==> config.mk <==
export PLATFORM = sky130hd
export DESIGN_NAME = matrix_stream_reader
export DESIGN_NICKNAME = d
export VERILOG_FILES = /design/src/rtl/matrix_stream_reader.sv
export SDC_FILE = /design/constraint.sdc
export NUM_CORES = 1
export LEC_CHECK = 0
export CAP_MARGIN = 20
export CORE_UTILIZATION = 55
export CTS_BUF_LIST = sky130_fd_sc_hd__clkbuf_8
export CTS_CLUSTER_DIAMETER = 40
export DETAILED_ROUTE_END_ITERATION = 7
export PLACE_DENSITY = 0.8
export SLEW_MARGIN = 20
export SYNTH_ARGS = -nofsm -noshare
export SYNTH_HDL_FRONTEND = slang
export SYNTH_SLANG_ARGS = --single-unit
==> constraint.sdc <==
create_clock -name clk -period 4.3 [get_ports clk]
set_input_delay 0.43 -clock clk [delete_from_list [all_inputs] [get_ports clk]]
set_output_delay 0.43 -clock clk [all_outputs]
set_load 0.01 [all_outputs]
### Layout detail, run 1

Bar = 20 um. Window x 2 to 52, y 2 to 52 um. Cells in gray, sequential cells in the stronger gray; small squares are vias.
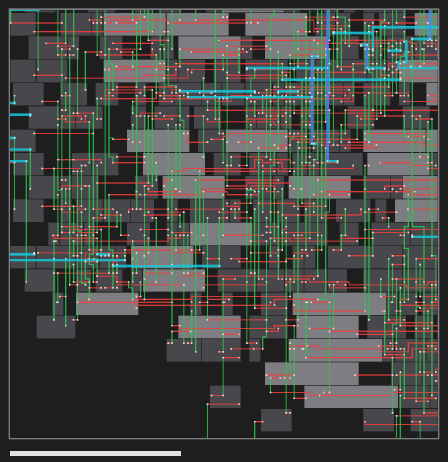
| color | layer |
|---|---|
| green | metal 2 |
| red | metal 1 |
| cyan | metal 3 |
| blue | metal 4 |
most frequent: dfxtp_1 (22), nor2_1 (19), clkdlybuf4s50_1 (17)
sequential cells in the window: 26
cells with their middle in the window: 175

### Cell outlines without signal wires, run 1

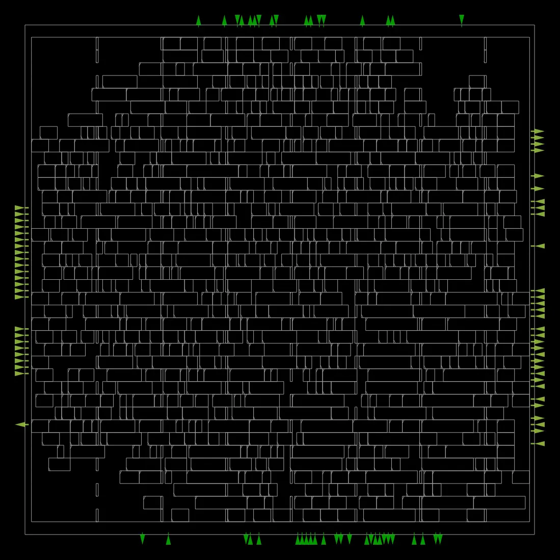
non-filler instance count after layout: 918
final cell utilization of the core: 70.4%
share of cell area taken by flip-flops and latches: 34.5%
Placeable Area: 0.0110 sq mm

### Signal metal coverage by tile, run 1

Bar = 20 um. The die is cut into 22 by 22 equal tiles; black is low, pale yellow is high, scaled to the fullest tile. Values are wire area over tile area, all layers added.
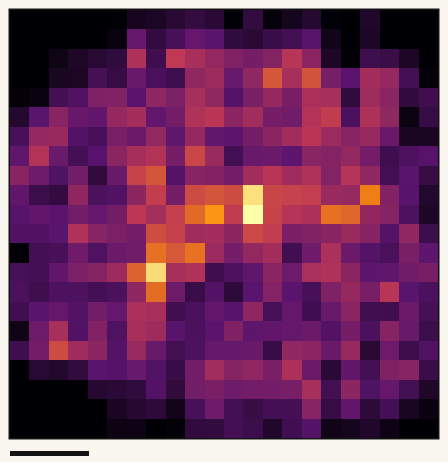
fullest tile: 0.74
mean over tiles: 0.20
nearly empty tiles: 10%
total track usage: 26.1%
total routed wirelength: 14700 um
average wire length per cell after detail routing: 16.0 um
total via count in the routed design: 5276

### Cell classes on the final placement, run 1

Fill, decap, tap and diode cells in gray.
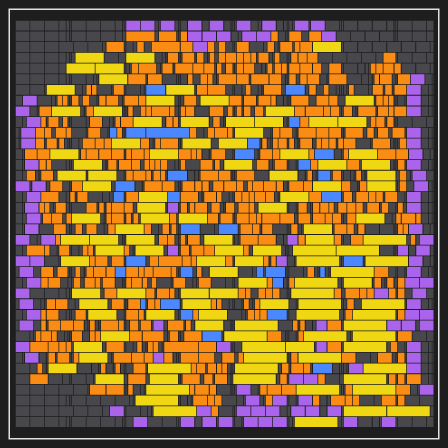
| color | class | cells | share of their area |
|---|---|---|---|
| yellow | sequential cells | 116 | 35% |
| orange | combinational and other logic | 525 | 46% |
| blue | clock drivers and dummy loads | 32 | 4.8% |
| purple | remaining buffers and delay cells | 105 | 14% |
Layout Cell Area excl Fill: 0.00773 sq mm
Core Rows: 38

==> run_summary.xml <==
<?xml version="1.0" encoding="UTF-8"?>
<metrics>
  <group name="final_layout">
    <metric name="layout.clock_buffers" unit="">17</metric>
    <metric name="finish.net_count" unit="">867</metric>
    <metric name="final_cell_mix" unit="">clkdlybuf4s50_1, dfxtp_1, nor2_1</metric>
    <metric name="design.seq.count" unit="">116</metric>
    <metric name="register_area" unit="sq mm">0.00266</metric>
    <metric name="logic_area" unit="sq mm">0.00342</metric>
    <metric name="drive_above_1_share" unit="%">5.91</metric>
    <metric name="signal_buffer_area_fraction" unit="%">13.3</metric>
    <metric name="final_common_cell" unit="">clkdlybuf4s50_1</metric>
    <metric name="antenna_cells_inserted" unit="">0</metric>
    <metric name="count_of_inverters_not_on_the_clock_network_in_the_layout" unit="">20</metric>
    <metric name="clock_area_share" unit="%">4.71</metric>
    <metric name="syn2layout_area_growth" unit="%">23.4</metric>
  </group>
  <group name="flow_run">
    <metric name="log.warning_count" unit="">32</metric>
  </group>
  <group name="floorplan">
    <metric name="die_y" unit="um">109</metric>
    <metric name="die_w" unit="um">109</metric>
    <metric name="floorplan.die_area" unit="sq mm">0.0118</metric>
  </group>
  <group name="hold_path">
    <metric name="hold_path_class" unit="">reg -&gt; reg</metric>
    <metric name="hold-path-cell-count" unit="">0</metric>
  </group>
  <group name="synthesis">
    <metric name="synth-compound-area-share" unit="%">13.6</metric>
    <metric name="synth.ff_latch_count" unit="">116</metric>
    <metric name="floorplan.nets" unit="">771</metric>
    <metric name="total_of_warnings_raised_by_yosys" unit="">0</metric>
    <metric name="top_cell_area_share" unit="%">26.2</metric>
    <metric name="syn_avg_cell_area" unit="sq um">9.36</metric>
    <metric name="yosys-mux-area-fraction" unit="%">3.86</metric>
    <metric name="seq_area_frac_synth" unit="%">42.5</metric>
    <metric name="yosys.stat.chipArea" unit="sq mm">0.00626</metric>
    <metric name="synth.cellmix.xorXnorShare" unit="%">12.1</metric>
    <metric name="adder_cell_fraction_of_synth_area" unit="%">8.63</metric>
    <metric name="top_cells_by_area_synth" unit="">dfxtp_1, edfxtp_1, ha_1</metric>
  </group>
  <group name="clock_tree">
    <metric name="cts_tree" unit="">built</metric>
    <metric name="cts_max_path_buffers" unit="">2</metric>
    <metric name="number_of_cts_inserted_buffers" unit="">17</metric>
    <metric name="cts-resized-gates" unit="">0</metric>
    <metric name="cts.reportedPaths.clkPinSlew" unit="ns">0.07</metric>
    <metric name="root_buffer" unit="">clkbuf_8</metric>
    <metric name="cts.repair_timing.setup_buffer_count" unit="">0</metric>
    <metric name="cts_htree_levels" unit="">4</metric>
    <metric name="clock-sinks" unit="">116</metric>
  </group>
  <group name="final_timing">
    <metric name="report.final.slew_viol_count" unit="">0</metric>
    <metric name="fmaxAchievable" unit="MHz">262</metric>
    <metric name="final.setup.tns" unit="ns">0</metric>
    <metric name="slew_headroom" unit="%">30.9</metric>
    <metric name="final_critical_path_setup_slack" unit="ns">0.490</metric>
    <metric name="timing.hold.ws" unit="ns">0.460</metric>
  </group>
  <group name="status">
    <metric name="run_status" unit="">finished clean</metric>
  </group>
  <group name="drt">
    <metric name="drt_first_pass_iters" unit="">6</metric>
    <metric name="drtIter0Drc" unit="">298</metric>
    <metric name="route.detailed.drc" unit="">0</metric>
    <metric name="vias_per_cell" unit="">5.75</metric>
  </group>
  <group name="power">
    <metric name="switching_share" unit="%">36.6</metric>
    <metric name="pg_seq" unit="mW">1.45</metric>
    <metric name="pwr.group.combinational" unit="mW">1.45</metric>
    <metric name="powerClk" unit="mW">0.928</metric>
    <metric name="seq_power_share" unit="%">37.8</metric>
    <metric name="power.share.combinational" unit="%">37.9</metric>
    <metric name="internal_power_of_the_cells" unit="mW">2.43</metric>
    <metric name="ir_drop" unit="mV">0.303</metric>
    <metric name="p_sw" unit="mW">1.40</metric>
    <metric name="power.leakage" unit="nW">2.97</metric>
  </group>
  <group name="setup_path">
    <metric name="worst-endpoint-arrival" unit="ns">3.38</metric>
    <metric name="path_buffers" unit="">1</metric>
    <metric name="critical_path_required" unit="ns">3.87</metric>
    <metric name="timing.critical_path.slowest_cell_delay" unit="ns">0.61</metric>
    <metric name="worst-r2r-setup-slack" unit="ns">0.89</metric>
    <metric name="worstPathCellList" unit="">ha_1 -&gt; a211oi_1 -&gt; o211ai_1 -&gt; a221oi_1 -&gt; a21oi_1 -&gt; o311ai_0 -&gt; clkdlybuf4s50_1</metric>
    <metric name="worstSetupPathDepth" unit="">7</metric>
    <metric name="critical-path-top-delay-family" unit="">AND-OR/OR-AND gates</metric>
  </group>
  <group name="placed_design">
    <metric name="gp_congestion" unit="">0.856</metric>
    <metric name="preCtsSetupSlack" unit="ns">0.893</metric>
  </group>
  <group name="grt">
    <metric name="number_of_antenna_violations_at_the_first_check_in_global_routing" unit="">0</metric>
    <metric name="gr-total-overflow" unit="">0</metric>
    <metric name="grt_first_pass_wirelength" unit="um">23600</metric>
  </group>
</metrics>
-- run 1: per-layer routing --
layer / wire length, um / GRT usage, % / up-vias
met3: 754 / 5.38 / 44
met2: 7370 / 46.1 / 170
met1: 6200 / 30.8 / 2479
li1: - / - / 2583
met5: 0 / 0 / -
met4: 358 / 10.2 / 0
-- run 1: synthesized netlist by cell type, types with 4 or more instances --
cell,n
dfxtp_1,82
nor2_1,72
nand2_1,50
xor2_1,50
o21ai_0,49
ha_1,40
a21oi_1,34
edfxtp_1,34
nand3_1,34
xnor2_1,34
clkbuf_1,25
mux2i_1,23
a211oi_1,21
inv_1,19
nand4_1,17
and3_1,10
a21o_1,8
nor3_1,6
nor4_1,5
and2_1,4
No activity file was given, so power comes from the tool's default toggle rates.
